`src/rtl/drive_pkg.sv`:
```
// Shared types and constants for the drive-command mux and its mode guard.
// Optional command sanitising is enabled by defining DRIVE_MUX_SANITIZE_EN.
package drive_pkg;

    localparam int unsigned CMD_W     = 4;
    localparam int unsigned CMD_FWD   = 0;
    localparam int unsigned CMD_BWD   = 1;
    localparam int unsigned CMD_LEFT  = 2;
    localparam int unsigned CMD_RIGHT = 3;

    localparam logic [1:0] FRAME_HDR = 2'b10;
    localparam logic [7:0] FRAME_RST = 8'h80;

    typedef enum logic [1:0] {
        IDLE = 2'd0,
        STOP = 2'd1,
        RUN  = 2'd2
    } drive_state_e;

    // UART frame layout, MSB first
    typedef struct packed {
        logic [1:0]       hdr;
        logic             destroy;
        logic             place;
        logic [CMD_W-1:0] cmd;
    } frame_t;

    // Contradictory axis requests cancel each other
    function automatic logic [CMD_W-1:0] sanitize(input logic [CMD_W-1:0] c);
        logic [CMD_W-1:0] r;
        r = c;
        if (c[CMD_FWD] && c[CMD_BWD]) begin
            r[CMD_FWD] = 1'b0;
            r[CMD_BWD] = 1'b0;
        end
        if (c[CMD_LEFT] && c[CMD_RIGHT]) begin
            r[CMD_LEFT]  = 1'b0;
            r[CMD_RIGHT] = 1'b0;
        end
        return r;
    endfunction

endpackage

```
`src/rtl/drive_mode_guard.sv`:
```
// Mode-select guard: one-hot check, IDLE/STOP/RUN sequencing and the stop
// interval enforced on every change of driving source.
module drive_mode_guard
    import drive_pkg::*;
#(
    parameter int unsigned N_SRC       = 3,
    parameter int unsigned STOP_CYCLES = 4,
    parameter int unsigned IDX_W       = 2
) (
    input  logic             clk,
    input  logic             rst_n,
    input  logic             power,
    input  logic [N_SRC-1:0] mode_sel,
    output drive_state_e     state,
    output logic [IDX_W-1:0] active_idx,
    output logic             switching,
    output logic             mode_err
);

    localparam int unsigned STOP_W = $clog2(STOP_CYCLES + 1);
    localparam logic [STOP_W-1:0] STOP_LOAD = STOP_W'(STOP_CYCLES);

    logic             sel_onehot_c;
    logic [IDX_W-1:0] sel_idx_c;
    logic             sel_ok_q;
    logic [IDX_W-1:0] sel_idx_q;
    logic [IDX_W-1:0] target;
    logic [STOP_W-1:0] stop_cnt;

    // Decode mode_sel; the result is registered before the FSM acts on it
    always_comb begin
        sel_onehot_c = (mode_sel != '0) && ((mode_sel & (mode_sel - N_SRC'(1))) == '0);
        sel_idx_c    = '0;
        for (int i = 0; i < N_SRC; i++) begin
            if (mode_sel[i]) sel_idx_c = IDX_W'(i);
        end
    end

    always_ff @(posedge clk or negedge rst_n) begin
        if (!rst_n) begin
            state      <= IDLE;
            active_idx <= '0;
            switching  <= 1'b0;
            mode_err   <= 1'b0;
            sel_ok_q   <= 1'b0;
            sel_idx_q  <= '0;
            target     <= '0;
            stop_cnt   <= '0;
        end else begin
            mode_err  <= !sel_onehot_c;
            sel_ok_q  <= sel_onehot_c;
            sel_idx_q <= sel_idx_c;

            if (!power || !sel_ok_q) begin
                state     <= IDLE;
                switching <= 1'b0;
            end else begin
                case (state)
                    IDLE: begin
                        state     <= STOP;
                        switching <= 1'b1;
                        stop_cnt  <= STOP_LOAD;
                        target    <= sel_idx_q;
                    end
                    STOP: begin
                        // A different request restarts the full stop interval
                        if (sel_idx_q != target) begin
                            stop_cnt <= STOP_LOAD;
                            target   <= sel_idx_q;
                        end else if (stop_cnt <= STOP_W'(1)) begin
                            state      <= RUN;
                            switching  <= 1'b0;
                            active_idx <= target;
                        end else begin
                            stop_cnt <= stop_cnt - STOP_W'(1);
                        end
                    end
                    RUN: begin
                        if (sel_idx_q != active_idx) begin
                            state     <= STOP;
                            switching <= 1'b1;
                            stop_cnt  <= STOP_LOAD;
                            target    <= sel_idx_q;
                        end
                    end
                    default: begin
                        state     <= IDLE;
                        switching <= 1'b0;
                    end
                endcase
            end
        end
    end

endmodule

```
`src/rtl/drive_cmd_mux.sv`:
```
// Drive-command source mux with safe-stop mode switching and UART frame offer.
// Define DRIVE_MUX_SANITIZE_EN to cancel contradictory command bits.
module drive_cmd_mux
    import drive_pkg::*;
#(
    parameter int unsigned N_SRC          = 3,
    parameter int unsigned STOP_CYCLES    = 4,
    parameter int unsigned REFRESH_CYCLES = 0
) (
    input  logic                       sys_clk,
    input  logic                       rst_n,
    input  logic                       power,
    input  logic [N_SRC-1:0]           mode_sel,
    input  logic [CMD_W*N_SRC-1:0]     src_cmd,
    input  logic                       place_barrier,
    input  logic                       destroy_barrier,
    output logic [CMD_W-1:0]           cmd_out,
    output logic [$clog2(N_SRC)-1:0]   active_idx,
    output logic                       switching,
    output logic                       mode_err,
    output logic [7:0]                 frame_data,
    output logic                       frame_valid,
    input  logic                       frame_ready
);

    localparam int unsigned IDX_W    = $clog2(N_SRC);
    localparam int unsigned REF_W    = (REFRESH_CYCLES > 1) ? $clog2(REFRESH_CYCLES) : 1;
    localparam int unsigned REF_LAST = (REFRESH_CYCLES == 0) ? 0 : REFRESH_CYCLES - 1;

    drive_state_e     state;
    logic [CMD_W-1:0] sel_cmd_c;
    logic [CMD_W-1:0] cmd_filt_c;
    frame_t           frame_now_c;
    frame_t           frame_q;
    frame_t           last_q;
    logic [REF_W-1:0] refresh_cnt;
    logic             refresh_expired_c;

    drive_mode_guard #(
        .N_SRC       (N_SRC),
        .STOP_CYCLES (STOP_CYCLES),
        .IDX_W       (IDX_W)
    ) u_guard (
        .clk        (sys_clk),
        .rst_n      (rst_n),
        .power      (power),
        .mode_sel   (mode_sel),
        .state      (state),
        .active_idx (active_idx),
        .switching  (switching),
        .mode_err   (mode_err)
    );

    // Source select and optional sanitising
    always_comb begin
        sel_cmd_c = '0;
        for (int i = 0; i < N_SRC; i++) begin
            if (active_idx == IDX_W'(i)) sel_cmd_c = src_cmd[i*CMD_W +: CMD_W];
        end
`ifdef DRIVE_MUX_SANITIZE_EN
        cmd_filt_c = sanitize(sel_cmd_c);
`else
        cmd_filt_c = sel_cmd_c;
`endif
    end

    // Power is checked directly so a power drop zeroes the command on the next edge
    always_ff @(posedge sys_clk or negedge rst_n) begin
        if (!rst_n) begin
            cmd_out <= '0;
        end else if (state == RUN && power) begin
            cmd_out <= cmd_filt_c;
        end else begin
            cmd_out <= '0;
        end
    end

    always_comb begin
        frame_now_c.hdr     = FRAME_HDR;
        frame_now_c.destroy = destroy_barrier;
        frame_now_c.place   = place_barrier;
        frame_now_c.cmd     = cmd_out;
        refresh_expired_c   = (REFRESH_CYCLES != 0) && (refresh_cnt == REF_W'(REF_LAST));
    end

    // Frame offer: snapshot held until accepted; acceptance beats a new capture
    always_ff @(posedge sys_clk or negedge rst_n) begin
        if (!rst_n) begin
            frame_q     <= FRAME_RST;
            last_q      <= FRAME_RST;
            frame_valid <= 1'b0;
            refresh_cnt <= '0;
        end else if (frame_valid && frame_ready) begin
            last_q      <= frame_q;
            frame_valid <= 1'b0;
            refresh_cnt <= '0;
        end else begin
            if (REFRESH_CYCLES != 0 && !refresh_expired_c) begin
                refresh_cnt <= refresh_cnt + REF_W'(1);
            end
            if (!frame_valid && ((frame_now_c != last_q) || refresh_expired_c)) begin
                frame_q     <= frame_now_c;
                frame_valid <= 1'b1;
            end
        end
    end

    assign frame_data = frame_q;

endmodule

```
`config.mk`:
```
export PLATFORM = sky130hd
export DESIGN_NAME = drive_cmd_mux
export DESIGN_NICKNAME = d
export VERILOG_FILES = /design/src/rtl/drive_pkg.sv /design/src/rtl/drive_mode_guard.sv /design/src/rtl/drive_cmd_mux.sv
export SDC_FILE = /design/constraint.sdc
export NUM_CORES = 1
export LEC_CHECK = 0
export CAP_MARGIN = 10
export CORE_UTILIZATION = 50
export CTS_BUF_LIST = sky130_fd_sc_hd__clkbuf_8 sky130_fd_sc_hd__clkbuf_16
export CTS_CLUSTER_DIAMETER = 50
export DETAILED_ROUTE_END_ITERATION = 16
export GPL_ROUTABILITY_DRIVEN = 0
export GPL_TIMING_DRIVEN = 0
export PLACE_DENSITY = 0.85
export SLEW_MARGIN = 20
export SYNTH_ARGS = -nofsm -noshare
export SYNTH_HDL_FRONTEND = slang
export SYNTH_HIERARCHICAL = 1
export SYNTH_SLANG_ARGS = --single-unit
```
`constraint.sdc`:
```
create_clock -name sys_clk -period 3.4 [get_ports sys_clk]
set_input_delay 0.34 -clock sys_clk [delete_from_list [all_inputs] [get_ports sys_clk]]
set_output_delay 0.34 -clock sys_clk [all_outputs]
set_load 0.01 [all_outputs]
```
**Run 1: met3 routing**

Drawn at 6 px/um.
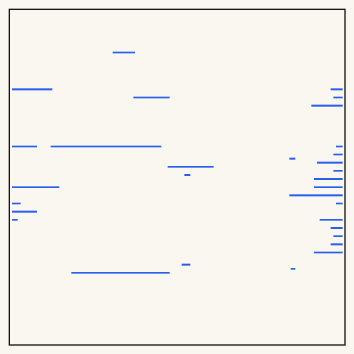
25 nets have wire on it. The wires run mostly horizontal. The layer carries 124 um of wire. The layer holds 4.4% of the routed length. The longest straight run is 18.2 um.

**Run 1: placement by cell class**

Drawn at 4 px/um.
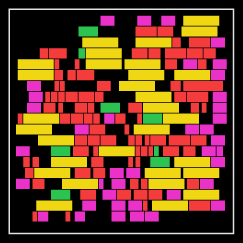
Key: yellow = sequential cells [cells 30, share of their area 40%]; red = combinational and other logic [cells 83, share of their area 35%]; green = clock drivers and dummy loads [cells 8, share of their area 4.9%]; magenta = remaining buffers and delay cells [cells 39, share of their area 20%]
Seq/total area: 0.391
fin area: 0.00192 mm2
Core Area: 0.00273 mm2
row count: 19
post-route core utilization: 0.702

**Run 1: placed standard cells**

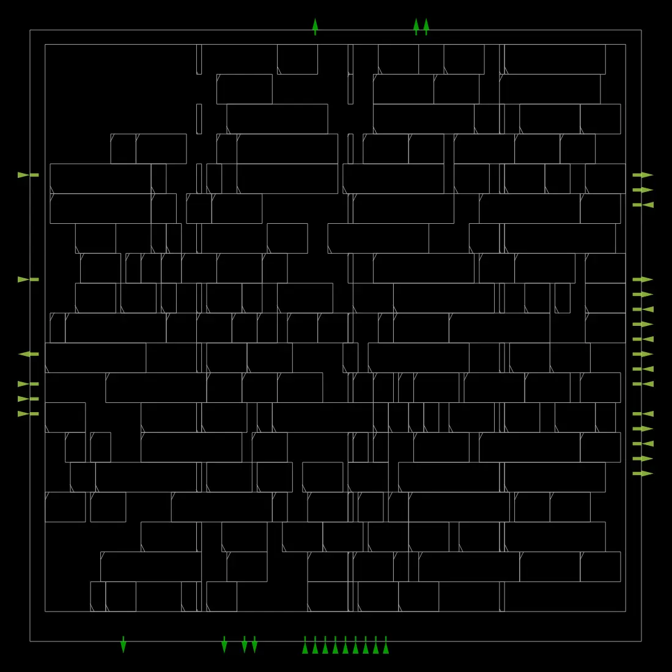
tap cells: 31
fill count: 206
Flops: 30
final std cells w/o fill: 191

**Run 1: register map, names as in the netlist**

Drawn at 10 px/um. Other sequential cells in the stronger gray, the rest of the logic in the fainter gray.
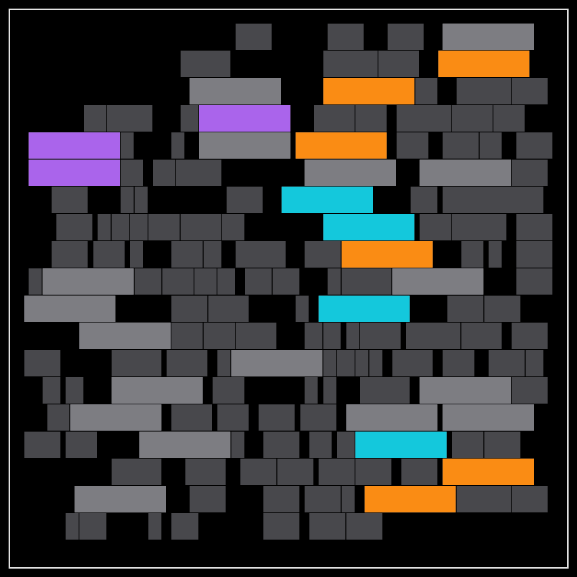
Key: purple = `u_guard/stop_cnt` [sequential cells 3]; cyan = `cmd_out` [sequential cells 4]; orange = `last_q` [sequential cells 6]
register area: 751 um2
Sequential Power: 455 uW

-- run 1: cells in the final DEF, fill, tap and decap left out, types with 2 or more instances in the layout --
cell	count
o21ai_0	2
buf_4	3
nor2_1	11
mux2i_1	4
mux2_4	6
xnor2_1	4
clkbuf_8	6
nand4_1	2
dfrtp_1	30
xor2_1	7
nand2_1	2
mux2_2	8
nand3_1	2
nor2_2	2
a21oi_1	6
nor2b_1	3
mux2_1	2
clkdlybuf4s50_1	34
inv_1	5
conb_1	2
-- run 1: cell families after synthesis --
kind of cell    count (synthesis)
other cells                     2
mux                            20
flops                          30
buf+inv                         8
simple gates                   25
xor+xnor                       11
compound gates                 20
fa+ha+maj                       1
==> out/results.ini, run 1 <==
[run_status]
status=completed

[final_timing]
fin_ws_ns=1.72
hold-worst-slack_ns=0.0860
finalSetupViolCount=0

[pwr]
seq_power_share=0.429
p_comb_uw=326
p_leak_uw=0.000867
p_int_uw=750

[min_path]
hp-class=in -> async

[clock_tree]
cts_max_level=2
clockBufferDepth=2
cts-root-buf=clkbuf_8
insertion_delay_ns=0.28
ctsHoldBuffers=0
path_clk_slew_ns=0.06
post_cts_resized=0

[yosys]
common_cells=dfrtp_1, nor2_1, mux2_2
synthesis.area_mm2=0.00144
numSynthFlops=30
avgSynthCellArea_um2=12.3

[placed_design]
io_buffers=35

[critical_path]
cp_max_fo=8
r2r_end=u_guard/target[1]
cp_num_buf_inv=1
cp-startpoint=u_guard/active_idx[1]
max_stage_delay_ns=0.59

[global_route]
met1_usage=0.216

[layout]
largest_class=flip-flops and latches
n_all_inverters=4
comb_share=0.339

[die]
boundaryPins=38

==> run 1 -> run 2 <==
CORE_UTILIZATION = 47   (was 50)
PLACE_DENSITY = 0.81   (was 0.85)
clock period = 1.7 ns   (was 3.4 ns; I/O delays follow)
**Run 2: signal wires by layer**

Drawn at 6 px/um. Only two layers are drawn.
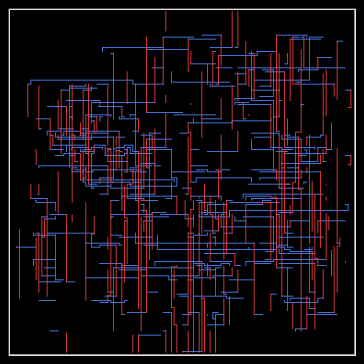
Key: blue = metal 1 [wire length 1100 um]; red = metal 2 [wire length 1470 um]

==> run 2 against run 1 <==
Effect of this change:
- the run now ends with design-rule violations left
- design area rose by 1.4%
- global-route usage fell by 0.67 points
- hold slack improved by 0.35 ns
- critical path depth rose by 3
- sequential cell count did not move
- clock skew rose by 0.00068 ns
- synthesized area did not move
- worst setup slack got worse by 1.6 ns
- core utilization fell by 1.4 points
- critical endpoint is now u_guard/target[0]
==> out/results.ini, run 2 <==
[run_status]
status=finished, violations left  ; was completed
violations=design-rule violations

[clock_tree]
path_clk_slew_ns=0.06  ; about the same
cts-root-buf=clkbuf_8  ; unchanged
insertion_delay_ns=0.28  ; about the same
cts_max_level=2  ; unchanged
clockBufferDepth=2  ; unchanged

[final_timing]
finalSetupViolCount=0  ; unchanged
fin_ws_ns=0.140  ; was 1.72 ns
hold-worst-slack_ns=0.433  ; was 0.0860 ns
period_minus_slack_ns=1.56
finalHoldViolCount=0  ; unchanged

[pwr]
seq_power_share=0.404  ; was 0.429
p_int_uw=1610  ; was 750 uW
p_leak_uw=0.000877  ; was 0.000867 uW
p_comb_uw=651  ; was 326 uW
sw_frac_of_total=0.285  ; was 0.294

[layout]
most-common-layout-cells=clkdlybuf4s50_1, dfrtp_1, nor2_1  ; unchanged
ff_latch_area_um2=751  ; unchanged
stdcell_area_mm2=0.00195  ; was 0.00192 mm2
utilization=0.688  ; was 0.702
lay_top_count=clkdlybuf4s50_1  ; unchanged
fillCellCount=217  ; was 206
layout.cells.non_filler=192  ; was 191

[drt]
wl_met3_um=155  ; was 123 um
drc=2  ; was 0
totalWireLength_um=2770  ; was 2790 um

[critical_path]
cp-startpoint=u_guard/active_idx[1]  ; unchanged
max_stage_delay_ns=0.49  ; was 0.59 ns
cp_num_buf_inv=0  ; was 1

[global_route]
met1_usage=0.230  ; was 0.216

[yosys]
avgSynthCellArea_um2=12.3  ; unchanged
async_flop_share=1.00  ; unchanged
synth-edff-count=0  ; unchanged
synthesis.area_mm2=0.00144  ; unchanged
numSynthFlops=30  ; unchanged
common_cells=dfrtp_1, nor2_1, mux2_2  ; unchanged

[min_path]
hp-class=in -> reg  ; was in -> async

[die]
boundaryPins=38  ; unchanged
coreArea_mm2=0.00283  ; was 0.00273 mm2

[run 2: cell counts after synthesis]
Identical to the previous run, type by type.
[run 2: area by class of cell]
cell class                 count  area share
timing repair buffer          36       0.183
sequential                    30       0.386
buffer                         4      0.0135
tap                           31      0.0199
inverter                       4     0.00772
clock buffer                   5      0.0354
clock inverter                 3      0.0206
multi-input combinational     79       0.334
[run 2: repair_timing]
action | in CTS | in global routing
gates resized | 0 | 0
hold buffers | 1 | 0
endpoints found under the hold margin | 30 | 0
[run 2: cells by family after synthesis]
kind of cell / synth area share
and+or+nand+nor: 0.0876
muxes: 0.168
other: 0.00521
AOI/OAI and AO/OA: 0.114
xor gates and xnor gates: 0.0668
buffers and inverters: 0.0286
adders and majority gates: 0.00867
DFF: 0.520
Power and IR drop assume default switching activity.
